## src/rtl/decoder_controller.sv

```systemverilog
// decoder_controller
// Sequencing FSM for the matrix decoder. Walks the inverse round steps
// (inv AddRC, inv Revalute, inv Permute, inv Rotate, inv ColParity) for
// rounds ROUNDS-1 down to 0. Exactly one step enable is raised at a time,
// and the FSM waits for that step's done before moving on.
//
// Ports:
//   clk, rst            clock, synchronous active-high reset
//   start               decode request, honoured only in Idle
//   done1..done5        per-step completion (AddRC..ColParity)
//   wr_en               one-cycle load of the input matrix
//   inv_*_en            step enables, Moore-decoded from the state
//   round_idx           current round, counts down, feeds the RC ROM
//   busy                high in every state except Idle
//   done                one-cycle pulse when the decoded matrix is valid
module decoder_controller #(
    parameter int ROUNDS = 24,
    parameter int RW     = 5
) (
    input  logic          clk,
    input  logic          rst,
    input  logic          start,
    input  logic          done1,
    input  logic          done2,
    input  logic          done3,
    input  logic          done4,
    input  logic          done5,
    output logic          wr_en,
    output logic          inv_addRC_en,
    output logic          inv_revalute_en,
    output logic          inv_permute_en,
    output logic          inv_rotate_en,
    output logic          inv_colParity_en,
    output logic [RW-1:0] round_idx,
    output logic          busy,
    output logic          done
);

    typedef enum logic [3:0] {
        S_IDLE,
        S_LOAD,
        S_ADDRC,
        S_REVAL,
        S_PERM,
        S_ROT,
        S_COLP,
        S_RDEC,
        S_FIN
    } state_t;

    localparam logic [RW-1:0] LAST_ROUND = RW'(ROUNDS - 1);

    state_t ps, ns;

    // State register and round down-counter. The counter only moves in
    // RoundDec, so it is stable across all five steps of a round, and it
    // saturates at 0 (the last RoundDec exits to Finish instead).
    always_ff @(posedge clk) begin
        if (rst) begin
            ps        <= S_IDLE;
            round_idx <= LAST_ROUND;
        end else begin
            ps <= ns;
            case (ps)
                S_IDLE, S_FIN: round_idx <= LAST_ROUND;
                S_RDEC: begin
                    if (round_idx != '0)
                        round_idx <= round_idx - 1'b1;
                end
                default: ;
            endcase
        end
    end

    // Next state and Moore outputs. Each doneN is only looked at in the
    // state that owns it, so stray completions elsewhere have no effect.
    always_comb begin
        ns               = ps;
        wr_en            = 1'b0;
        inv_addRC_en     = 1'b0;
        inv_revalute_en  = 1'b0;
        inv_permute_en   = 1'b0;
        inv_rotate_en    = 1'b0;
        inv_colParity_en = 1'b0;
        done             = 1'b0;
        busy             = (ps != S_IDLE);
        case (ps)
            S_IDLE: if (start) ns = S_LOAD;
            S_LOAD: begin
                wr_en = 1'b1;
                ns    = S_ADDRC;
            end
            S_ADDRC: begin
                inv_addRC_en = 1'b1;
                if (done1) ns = S_REVAL;
            end
            S_REVAL: begin
                inv_revalute_en = 1'b1;
                if (done2) ns = S_PERM;
            end
            S_PERM: begin
                inv_permute_en = 1'b1;
                if (done3) ns = S_ROT;
            end
            S_ROT: begin
                inv_rotate_en = 1'b1;
                if (done4) ns = S_COLP;
            end
            S_COLP: begin
                inv_colParity_en = 1'b1;
                if (done5) ns = S_RDEC;
            end
            S_RDEC: ns = (round_idx == '0) ? S_FIN : S_ADDRC;
            S_FIN: begin
                done = 1'b1;
                ns   = S_IDLE;
            end
            default: ns = S_IDLE;
        endcase
    end

endmodule

```

## config.mk

```make
export PLATFORM = sky130hd
export DESIGN_NAME = decoder_controller
export DESIGN_NICKNAME = d
export VERILOG_FILES = /design/src/rtl/decoder_controller.sv
export SDC_FILE = /design/constraint.sdc
export NUM_CORES = 1
export LEC_CHECK = 0
export CAP_MARGIN = 15
export CORE_MARGIN = 2
export CORE_UTILIZATION = 29
export DETAILED_ROUTE_END_ITERATION = 8
export PLACE_DENSITY = 0.65
export SYNTH_ARGS = -nofsm -noshare
export SYNTH_HDL_FRONTEND = slang
export SYNTH_SLANG_ARGS = --single-unit
```

## constraint.sdc

```tcl
create_clock -name clk -period 2.2 [get_ports clk]
set_input_delay 0.44 -clock clk [delete_from_list [all_inputs] [get_ports clk]]
set_output_delay 0.44 -clock clk [all_outputs]
set_load 0.02 [all_outputs]
```

==> results.json <==
{
  "fmaxAchievable_ghz": 0.477,
  "detail_routed_via_count_per_cell": 5.28,
  "path_class": "flop to primary output",
  "core.rowCount": 16,
  "mappedNetlistArea_um2": 587,
  "hp-start": "ps[2]$_SDFFE_PP0P_",
  "synth.top_cells.by_count": "sky130_fd_sc_hd__dfxtp_1, sky130_fd_sc_hd__nor3_1, sky130_fd_sc_hd__clkbuf_1, sky130_fd_sc_hd__nand2b_1",
  "timing_hold_violations_final": 0,
  "post_route_setup_tns_ps": 0,
  "worst_slack_ps": 106,
  "detail_route.wirelength_um": 1500,
  "hold-path-endpoint": "ps[3]$_SDFFE_PP0P_",
  "fin_hold_ws_ps": 572,
  "worstSetupEndpoint": "inv_revalute_en",
  "registers.top_by_ff_count": "round_idx",
  "signal_buffers": 23,
  "cpLargestDelayFamily": "buffers and inverters",
  "slew_headroom_pct": 79.3,
  "ys_dominant_reg_cell": "sky130_fd_sc_hd__dfxtp_1",
  "fin_nets": 103,
  "clock_tree_area_fraction_pct": 3.11,
  "worst_pin_slew_ps": 310,
  "io_buffers": 20,
  "first_global_vias": 553,
  "path_cells": "nand2b_2 -> nor2_1 -> clkdlybuf4s50_1",
  "antenna_left": 0,
  "global_route_wire_length_before_repair_um": 2500,
  "post_synth.cell_area_avg_um2": 8.04,
  "post_cts_hold_buffer_count": 0,
  "yosysTopAreaCellShare_pct": 30.7,
  "setup_viol": 0,
  "ctsResizeCount": 3,
  "die_width_um": 49.0,
  "critPathArrivalTime_ps": 1650,
  "synth-async-reset-ratio_pct": 0,
  "final.clkbuf_count": 4,
  "cp_slowest_cell": "sky130_fd_sc_hd__clkdlybuf4s50_1",
  "run_status": "finished clean",
  "power.density_cell_area_nw_per_um2": 484,
  "globalRouteTotalUtil_pct": 13.0,
  "postSynthCellCount": 73,
  "place.detailed.hpwl_um": 1070,
  "post-route-util_pct": 43.6,
  "synthesis.yosys.warnings": 0,
  "hold_class": "flop to flop"
}
-- routing by layer --
layer,GRT usage (%),vias to the layer above,part of all wire [%]
met5,0,-,0
met1,16.7,297,48
met3,3.68,2,6.3
met4,5.71,0,0.47
li1,-,311,-
met2,20.3,23,45
-- power breakdown --
part | switching [W] | internal (W) | leakage [nW]
Clock | 0.0000571 | 0.0000699 | 0.0150
Sequential | 0.0000121 | 0.000169 | 0.0740
Combinational | 0.0000487 | 0.0000533 | 0.270
Total | 0.000118 | 0.000292 | 0.359
-- placed cells by master (no fill, tap or decap), types with 2 or more instances in the layout --
| cell type | n |
|---|---|
| sky130_fd_sc_hd__and3_1 | 2 |
| sky130_fd_sc_hd__clkdlybuf4s50_1 | 17 |
| sky130_fd_sc_hd__dfxtp_1 | 7 |
| sky130_fd_sc_hd__a21oi_1 | 2 |
| sky130_fd_sc_hd__nor3_1 | 9 |
| sky130_fd_sc_hd__nand2b_1 | 3 |
| sky130_fd_sc_hd__or3b_2 | 2 |
| sky130_fd_sc_hd__nand2_1 | 3 |
| sky130_fd_sc_hd__buf_4 | 3 |
| sky130_fd_sc_hd__inv_1 | 3 |
| sky130_fd_sc_hd__nor3b_1 | 3 |
| sky130_fd_sc_hd__nor2_1 | 3 |
| sky130_fd_sc_hd__o21ai_0 | 2 |
| sky130_fd_sc_hd__o21ai_1 | 2 |
| sky130_fd_sc_hd__clkbuf_4 | 3 |
| sky130_fd_sc_hd__dfxtp_2 | 2 |
| sky130_fd_sc_hd__dlygate4sd2_1 | 2 |
-- kinds of logic after synthesis --
group                    count (synthesis)  share of synthesized area, %
AND-OR/OR-AND                           15                          18.1
flip-flops                               9                          30.7
buffers and inverters                   10                          6.82
adder cells (fa/ha/maj)                  1                          2.13
multiplexers                             2                          3.84
AND/OR/NAND/NOR                         36                          38.4
congestion_map.png
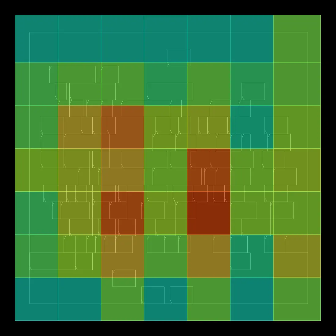
fraction of met2 tracks used by global routing: 20.3%
met3 track demand over resource: 3.68%
final routed wire length divided by cell count: 12.5 um

m2.png
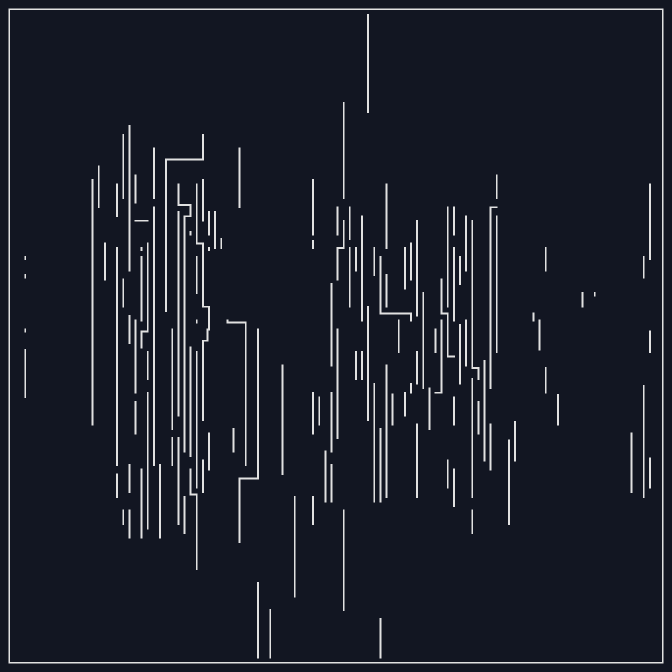
- main direction: vertical
- longest straight run: 19.4 um
- wire length on this layer: 668 um
- nets with wire on the layer: 83
- share of all routed wire: 45%

gates.png
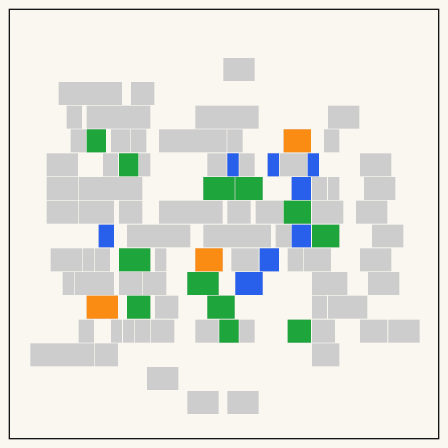
- orange: non-inverting ao/oa cells (cells 3)
- green: and/or cells (cells 12)
- blue: nand cells (cells 8)

layers.png
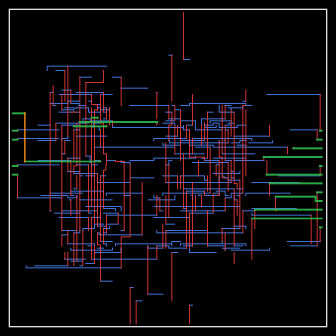
- orange: M4 (wire length 7.50 um)
- blue: M1 (wire length 727 um)
- red: M2 (wire length 668 um)
- green: M3 (wire length 95.2 um)

Power is estimated from default activity; no workload was simulated.
